## config.mk

```make
export PLATFORM = sky130hd
export DESIGN_NAME = result_writeback
export DESIGN_NICKNAME = d
export VERILOG_FILES = /design/src/rtl/result_writeback.sv
export SDC_FILE = /design/constraint.sdc
export NUM_CORES = 1
export LEC_CHECK = 0
export CORE_AREA = 2 2 176 178
export CTS_CLUSTER_SIZE = 20
export DETAILED_ROUTE_END_ITERATION = 6
export DIE_AREA = 0 0 178 180
export GPL_ROUTABILITY_DRIVEN = 0
export GPL_TIMING_DRIVEN = 0
export PLACE_DENSITY = 0.86
export SYNTH_ARGS = -nofsm -noshare
export SYNTH_HDL_FRONTEND = slang
export SYNTH_SLANG_ARGS = --single-unit
```

## constraint.sdc

```tcl
create_clock -name clk -period 15 [get_ports clk]
set_input_delay 3 -clock clk [delete_from_list [all_inputs] [get_ports clk]]
set_output_delay 3 -clock clk [all_outputs]
set_load 0.01 [all_outputs]
```

## src/rtl/result_writeback.sv

```systemverilog
// Result writeback: masks four adder-stage lane sums to LOG_Q bits, buffers them and writes 64-bit words to BRAM.
// Optional drop counter is enabled by defining RESULT_WB_DROP_CNT_EN.
module result_writeback #(
    parameter int DATA_WIDTH = 16,
    parameter int LANES      = 4,
    parameter int LOG_Q      = 16,
    parameter int FIFO_DEPTH = 4,
    parameter int ADDR_STEP  = 8
) (
    input  logic                        clk,
    input  logic                        rst,
    input  logic                        start,
    input  logic [31:0]                 base_addr,
    input  logic [15:0]                 word_count,
    input  logic                        sum_valid,
    input  logic [DATA_WIDTH*LANES-1:0] sum_data,
    output logic                        sum_ready,
    output logic                        wr_req,
    input  logic                        wr_grant,
    output logic                        wen,
    output logic [31:0]                 addr,
    output logic [DATA_WIDTH*LANES-1:0] wdata,
    output logic                        busy,
    output logic                        done,
    output logic [15:0]                 drop_cnt
);

    localparam int WORD_W = DATA_WIDTH * LANES;
    localparam int PTR_W  = $clog2(FIFO_DEPTH);
    localparam logic [DATA_WIDTH-1:0] LANE_MASK = {DATA_WIDTH{1'b1}} >> (DATA_WIDTH - LOG_Q);

    typedef enum logic [1:0] {
        IDLE,
        RUN,
        DRAIN,
        DONE
    } state_t;

    state_t state;

    logic [WORD_W-1:0] mem [FIFO_DEPTH];
    logic [PTR_W:0]    wr_ptr;
    logic [PTR_W:0]    rd_ptr;
    logic [15:0]       accepted;
    logic [15:0]       written;
    logic [15:0]       word_count_r;
    logic [31:0]       addr_r;

    logic              fifo_empty;
    logic              fifo_full;
    logic              push;
    logic              pop;
    logic              start_ok;
    logic [WORD_W-1:0] masked;

    assign fifo_empty = (wr_ptr == rd_ptr);
    assign fifo_full  = (wr_ptr[PTR_W] != rd_ptr[PTR_W]) &&
                        (wr_ptr[PTR_W-1:0] == rd_ptr[PTR_W-1:0]);

    assign start_ok  = start && ((state == IDLE) || (state == DONE));
    assign wr_req    = !fifo_empty && ((state == RUN) || (state == DRAIN));
    assign wen       = wr_req && wr_grant;
    assign pop       = wen;
    // A pop in the same cycle frees a slot, so a full FIFO can still take a word.
    assign sum_ready = (state == RUN) && (!fifo_full || pop);
    assign push      = sum_valid && sum_ready;

    assign addr  = addr_r;
    assign wdata = mem[rd_ptr[PTR_W-1:0]];
    assign busy  = (state == RUN) || (state == DRAIN);
    assign done  = (state == DONE);

    always_comb begin
        masked = '0;
        for (int k = 0; k < LANES; k++) begin
            masked[k*DATA_WIDTH +: DATA_WIDTH] = sum_data[k*DATA_WIDTH +: DATA_WIDTH] & LANE_MASK;
        end
    end

    // Storage is cleared on reset so the head word reads as zero before any push.
    always_ff @(posedge clk or posedge rst) begin
        if (rst) begin
            for (int i = 0; i < FIFO_DEPTH; i++) begin
                mem[i] <= '0;
            end
        end else if (push) begin
            mem[wr_ptr[PTR_W-1:0]] <= masked;
        end
    end

    always_ff @(posedge clk or posedge rst) begin
        if (rst) begin
            state        <= IDLE;
            wr_ptr       <= '0;
            rd_ptr       <= '0;
            accepted     <= '0;
            written      <= '0;
            word_count_r <= '0;
            addr_r       <= '0;
        end else if (start_ok) begin
            wr_ptr       <= '0;
            rd_ptr       <= '0;
            accepted     <= '0;
            written      <= '0;
            word_count_r <= word_count;
            addr_r       <= base_addr;
            state        <= (word_count == 16'd0) ? DONE : RUN;
        end else begin
            if (push) begin
                wr_ptr   <= wr_ptr + (PTR_W+1)'(1);
                accepted <= accepted + 16'd1;
            end
            if (pop) begin
                rd_ptr  <= rd_ptr + (PTR_W+1)'(1);
                written <= written + 16'd1;
                addr_r  <= addr_r + 32'(ADDR_STEP);
            end
            // Transitions fire on the edge that completes the count, so done follows the last write directly.
            case (state)
                RUN: begin
                    if (push && ((accepted + 16'd1) == word_count_r)) begin
                        state <= DRAIN;
                    end
                end
                DRAIN: begin
                    if (pop && ((written + 16'd1) == word_count_r)) begin
                        state <= DONE;
                    end
                end
                default: begin
                    state <= state;
                end
            endcase
        end
    end

`ifdef RESULT_WB_DROP_CNT_EN
    logic [15:0] drop_r;

    always_ff @(posedge clk or posedge rst) begin
        if (rst) begin
            drop_r <= '0;
        end else if (start_ok) begin
            drop_r <= '0;
        end else if ((state == RUN) && sum_valid && !sum_ready && (drop_r != 16'hFFFF)) begin
            drop_r <= drop_r + 16'd1;
        end
    end

    assign drop_cnt = drop_r;
`else
    assign drop_cnt = '0;
`endif

endmodule

```

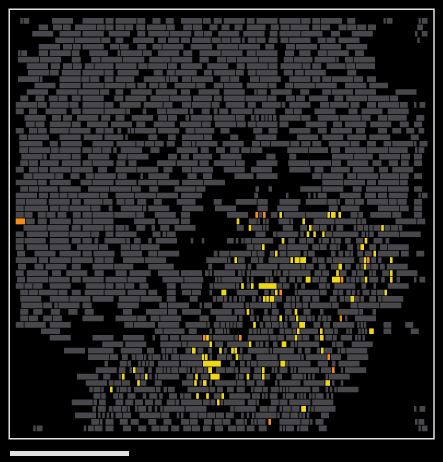
(images/gate_families.png)
The bar under the picture is 50 µm long.
Orange stands for inverters, cells 12. Yellow stands for NOR gates, cells 86.

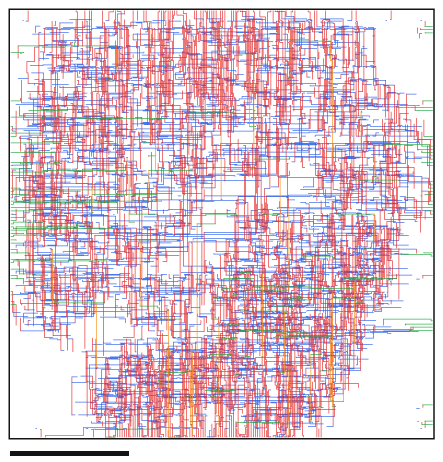
(images/metal_stack.png)
The bar under the picture is 50 µm long.
Red stands for met2, wire length 20.6 mm. Orange stands for met4, wire length 1270 µm. Green stands for met3, wire length 2090 µm. Blue stands for met1, wire length 16700 µm.

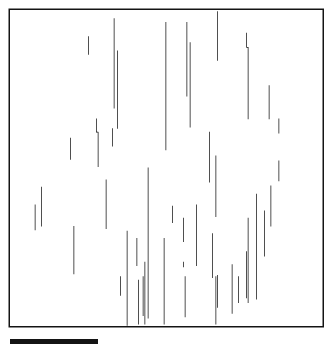
(images/met4.png)
The bar under the picture is 50 µm long.
The longest straight run is 85.7 µm. The wires run mostly vertical. The layer carries 1270 µm of wire.

==> out/metrics.cfg <==
[logic_synthesis]
synth_top_cell_by_count = dfrtp_1
yosys_register_bits = 344
synth_seq_share_pct = 52.7
ys_sh_mux_pct = 26.6
synth.top_cell.area_share_pct = 52.7
aoi_share_pct = 3.95
synth_area_leader_cell = dfrtp_1
syn_area_per_cell_um2 = 13.0
xor_share_pct = 4.23
fa_ha_area_share_pct = 0.842
synth_cell_types = 61
yosys_warnings = 0
synthCells = 1253
topCombFamilyByArea = multiplexers
ys_area_um2 = 16300

[route]
wl_met1_um = 16700
maxUsedRoutingLayer = met4
drt_iter0_drc = 809
first_pass_iters = 4
ant_nets = 0
wl_um = 40700
wl_per_cell_um = 20.8
met3_length_um = 2090
viasPerCell = 5.79

[grt]
grt_use_met3_pct = 4.84
top_usage_layer = met2
grt_max_degree = 110
grt-ovfl-total = 0
grt_pass1_wl_um = 65400
grt.total_usage_pct = 25.9

[clock_tree]
clock_path_buffers = 3
cts_sinks = 344
cts_max_level = 2
cts_resized = 0
insertion_delay_ns = 0.52
cts_buffers = 38
cts_root_buf = clkbuf_16
clk_pin_slew_ns = 0.06

[finish]
n_all_buffers = 309
clkbuf_count = 54
largest_class = sequential cells
num-nonclk-inverters = 12
final_nets = 1656
mostFrequentLayoutCell = dfrtp_1
comb_area_share_pct = 35.6
final_cell_mix = dfrtp_1, mux2_2, clkdlybuf4s50_1
nMultiInputCombCells = 823
regMostFlops = mem
largest_reg_flops = 256
final-comb-area_um2 = 7300
areaGrowthSynthToFinish_pct = 25.2
layoutNonFillerInstCount = 1954
fin_area_um2 = 20500
fin_util_pct = 67.8
sh_seq_area_pct = 42.0
nFillCells = 2106
regArea_um2 = 8610
buffer_area_share_pct = 13.2

[place]
pre_cts_ws_ns = 6.52
dp_hpwl_um = 27800
place_area_um2 = 19200
portBuffers = 217

[worst_setup_path]
crit_fanout = 10
r2r-end = mem[211]
max_stage_delay_ns = 0.66
rr_startpoint = state[0]
required_ns = 12.00
cp.depth = 7
endpoint = wen
cp.arrival_ns = 5.52
r2r_setup_slack_ns = 11.71
startpoint = wr_grant
critPathTopFamily = buffers and inverters
path_class = input port to output pin
cp-end-kind = output pin

[timing]
fin_skew_ns = 0.0183
fin_crit_ns = 8.52
max_freq_ghz = 0.117
hold_viol = 0
maxSlewHeadroom_pct = 34.0
setup_tns_ns = 0
rsz0062_at_grt = no
fin_crit_sh_pct = 56.8

[power_and_ir_drop]
comb_power_share_pct = 36.1
clk-power_uw = 969
leakagePower_nw = 9.08
power_frac_clock_pct = 25.2
powerSeq_mw = 1.49
maxPowerGroup = registers
max-vdd-ir-drop_uv = 121
switchingPower_mw = 1.20
p_seq_share_pct = 38.7

[min_path]
hold_class = flip-flop to flip-flop
hp-start = addr[1]

[flow_run]
warning_count = 33
drv_cap = 0

[floorplan]
dieArea_um2 = 32000
fp_util_pct = 54.2
die_h_um = 180
core_area_um2 = 30200
tap_cells = 396

[outcome]
status = finished clean

